==> config.mk <==
export PLATFORM = sky130hd
export DESIGN_NAME = regfile_sb_flat
export DESIGN_NICKNAME = d
export VERILOG_FILES = /design/src/rtl/regfile_sb_if.sv /design/src/rtl/regfile_sb.sv /design/src/flat_wrapper.sv
export SDC_FILE = /design/constraint.sdc
export NUM_CORES = 2
export LEC_CHECK = 0
export CORE_MARGIN = 2
export CORE_UTILIZATION = 55
export CTS_CLUSTER_SIZE = 24
export DETAILED_ROUTE_END_ITERATION = 6
export PLACE_DENSITY = 0.73
export SYNTH_ARGS = -nofsm -noshare
export SYNTH_HDL_FRONTEND = slang
export SYNTH_SLANG_ARGS = --single-unit
==> constraint.sdc <==
create_clock -name clk -period 29.3 [get_ports clk]
set_clock_uncertainty 0.1 [all_clocks]
set_input_delay 2.93 -clock clk [delete_from_list [all_inputs] [get_ports clk]]
set_output_delay 2.93 -clock clk [all_outputs]
set_load 0.03 [all_outputs]
### Met1 routing

Scale bar: 100 um. Supply wires on this layer in gray.
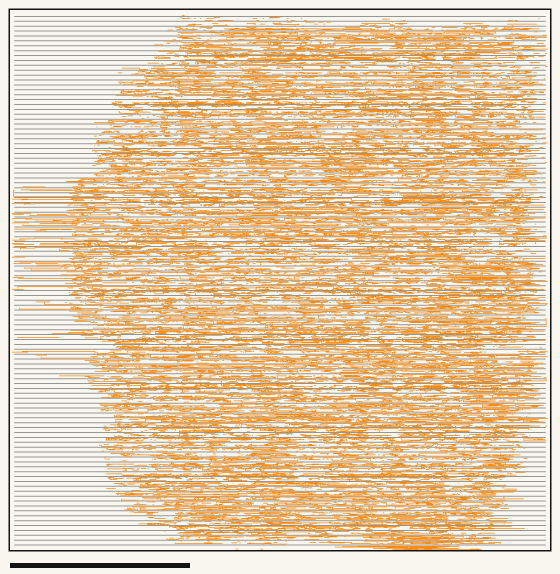
wire length on this layer = 61.0 mm
share of all routed wire = 35%
nets with wire on the layer = 3883
routing usage on met1: 0.5217
total wire length: 175600 um
via count: 39550

### Met2 routing

Scale bar: 100 um.
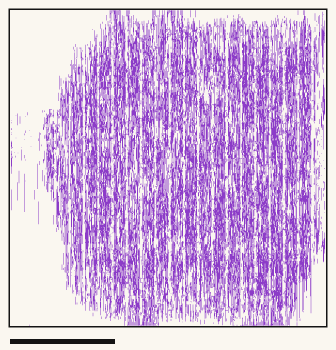
nets with wire on the layer = 3294
wire length on this layer = 75.1 mm
share of all routed wire = 43%
longest straight run = 83.6 um
GR met2 Demand/Resource: 0.5541

==> job_summary.md <==
## Synthesis and layout report

| Metric | Value |
|---|---|
| Cts bufs inserted | `73` |
| Reg2Reg Setup Slack | `24410 ps` |
| # hold bufs at CTS | `0` |
| Register area | `16440 um^2` |
| Antenna violation net count after detailed routing | `0` |
| Cycle use final | `0.3230` |
| RSZ-0062 raised after global routing | `no` |
| Pin count of the biggest net entering global routing | `160` |
| # setup viols final | `0` |
| DRT iter0 DRCs | `6227` |
| Total Routing Usage GR | `0.3890` |
| Buffers from clock root to sink, at most | `3` |
| Reported net switching power | `1352 uW` |
| Commonest Layout Cell | `dfrtp_1` |
| # fillers | `6686` |
| Global-route wire length before repair | `257700 um` |
| Chip footprint | `90020 um^2` |
| Slew HR | `0.2008` |
| Yosys stat cell total | `4205` |
| Die height | `300.0 um` |
| Synth area leader | `dfrtp_1` |
| Crit path arrival time | `6430 ps` |
| Cell depth of the worst flop-to-flop path | `10` |
| Crit-path leading delay family | `buffers and inverters` |
| Post-synthesis instance area | `48200 um^2` |
| Clock tree root buffer cell | `clkbuf_16` |
| Hold depth | `1` |
| Warnings, synthesis | `0` |
| Combined area of the multi-input logic cells | `29790 um^2` |
| Synthesized instance count | `4205` |
| I/O pin count | `281` |
| Flip-flop count of the largest register, all copies and words added | `512` |
| Drt first pass iters | `6` |
| Drt drc | `0` |
| Number of global-route vias before repair | `38340` |
| Number of input and output port buffers inserted | `280` |
| Unique cell type count in the Yosys netlist | `39` |
| Width of the chip | `300.0 um` |
| Leftover overflow at the end of global routing | `0` |
| Sequential share of power | `0.377` |
| Count of standard-cell rows | `108` |
| Syn nets | `4340` |
| Chip area from the yosys synthesis statistics | `48200 um^2` |
| Worst setup timing slack at the placement stage | `19950 ps` |
| HPWL after detailed placement | `92510 um` |
| Finished layout cell area | `53620 um^2` |
| Global placement routability congestion | `0.8751` |
| WL/cell | `33.09 um` |
| Sum of buffers and inverters on the critical path | `4` |
| Crit-path cells | `clkdlybuf4s50_1, xor2_1, nor4_4, buf_4, or4_1, nand4_1, inv_1, clkdlybuf4s50_1` |
| Slowest cell on the critical path | `clkdlybuf4s50_1` |
| Number of hold violations in the final report | `0` |
| CP most frequent cell | `clkdlybuf4s50_1` |
| Number of max-cap violations | `0` |
| Area inside the core boundary | `86750 um^2` |
| Req. time, crit path | `26270 ps` |
| Fraction of power spent switching nets | `0.3555` |
| Post CTS Setup Buffer Count | `0` |
| Placement Cell Area | `51130 um^2` |
| Run status | `finished, final reports clean` |
| Power density of the placed cells | `70.93 nW/um^2` |
| Log Warnings | `32` |
| Internal power summed over all cells | `2451 uW` |
| Critical path depth in cells | `8` |
| Crit Path Max Fanout | `33` |
| Part of the total power dissipated in the clock network | `0.257` |
| Post-Syn Area per Cell | `11.46 um^2` |
| Worst Tran Pin Value | `1199 ps` |
| Number of enable-type register cells in the synthesized netlist | `0` |
| Antenna violations before repair | `6` |
| Area share, top type | `0.3411` |
| Hold/Removal Path Class | `flip-flop to flip-flop` |
| Clock-pin slew on the worst setup and hold paths | `60 ps` |
-- worst register-to-register path: cells and delay by family, from the launching register on --
family	cells	cell delay [ps]
buffers and inverters	3	1910
DFF	1	500
muxes	4	1070
and+or+nand+nor	3	1190
-- layout make-up --
type | instances | share of cell area
clock inverter | 35 | 0.007724
tap | 1155 | 0.02695
antenna | 1 | 0.00004667
sequential | 657 | 0.3066
inverter | 5 | 0.0005134
multi-input combinational | 2996 | 0.5556
timing repair buffer | 360 | 0.06380
clock buffer | 96 | 0.03869
-- synthesized netlist by cell type, types with 2 or more instances --
| library cell | count |
|---|---|
| mux4_2 | 656 |
| a21oi_1 | 320 |
| nand3_1 | 12 |
| inv_1 | 5 |
| nor2_1 | 366 |
| a22o_1 | 2 |
| or4_1 | 3 |
| buf_2 | 88 |
| or4b_1 | 2 |
| and2_1 | 5 |
| nor2b_1 | 4 |
| xnor2_1 | 8 |
| nand2_1 | 350 |
| buf_1 | 45 |
| nor4_2 | 3 |
| a32o_1 | 2 |
| o21ai_0 | 416 |
| nand4_1 | 2 |
| nor3b_1 | 2 |
| buf_4 | 8 |
| mux2i_1 | 617 |
| o221ai_1 | 32 |
| and3_1 | 3 |
| clkbuf_1 | 404 |
| nand2b_1 | 4 |
| mux2_2 | 22 |
| o31ai_1 | 96 |
| mux2_1 | 13 |
| buf_6 | 2 |
| xor2_1 | 24 |
| dfrtp_1 | 657 |
| o2bb2ai_1 | 12 |
| or3_1 | 2 |
| nor3_1 | 13 |
-- kinds of logic after synthesis --
kind of cell | after synthesis | share of synthesized area
AOI/OAI and AO/OA | 880 | 0.1002
muxes | 1308 | 0.4428
buffers and inverters | 552 | 0.04621
xor gates and xnor gates | 32 | 0.005815
and+or+nand+nor | 776 | 0.06389
DFF | 657 | 0.3411
-- power groups by stage --
stage	combinational, uW	sequential, uW	clock [uW]
final	1390	1430	978
after global routing	1470	1460	1020
after CTS	1370	1420	979
after detailed placement	1370	1430	0
after global placement	1340	1410	0
after floorplan	879	1460	0
-- metal layers --
| metal | track usage | up-vias | part of all wire | routed length, um |
|---|---|---|---|---|
| met5 | 0 | - | 0.00030 | 53 |
| met4 | 0.1983 | 6 | 0.057 | 10090 |
| met3 | 0.1494 | 686 | 0.17 | 29390 |
| met2 | 0.5541 | 3563 | 0.43 | 75080 |
| met1 | 0.5217 | 19530 | 0.35 | 60950 |
| li1 | - | 15770 | - | - |
-- metrics by stage --
step,total power [uW],hold WS (ps),instances
after floorplan,2344,476.4,4205
after global placement,2751,376.2,5173
after detailed placement,2797,380.0,5173
after CTS,3771,393.0,5304
after global routing,3947,407.5,5304
final,3803,387.6,5305
Power and IR drop assume default switching activity.
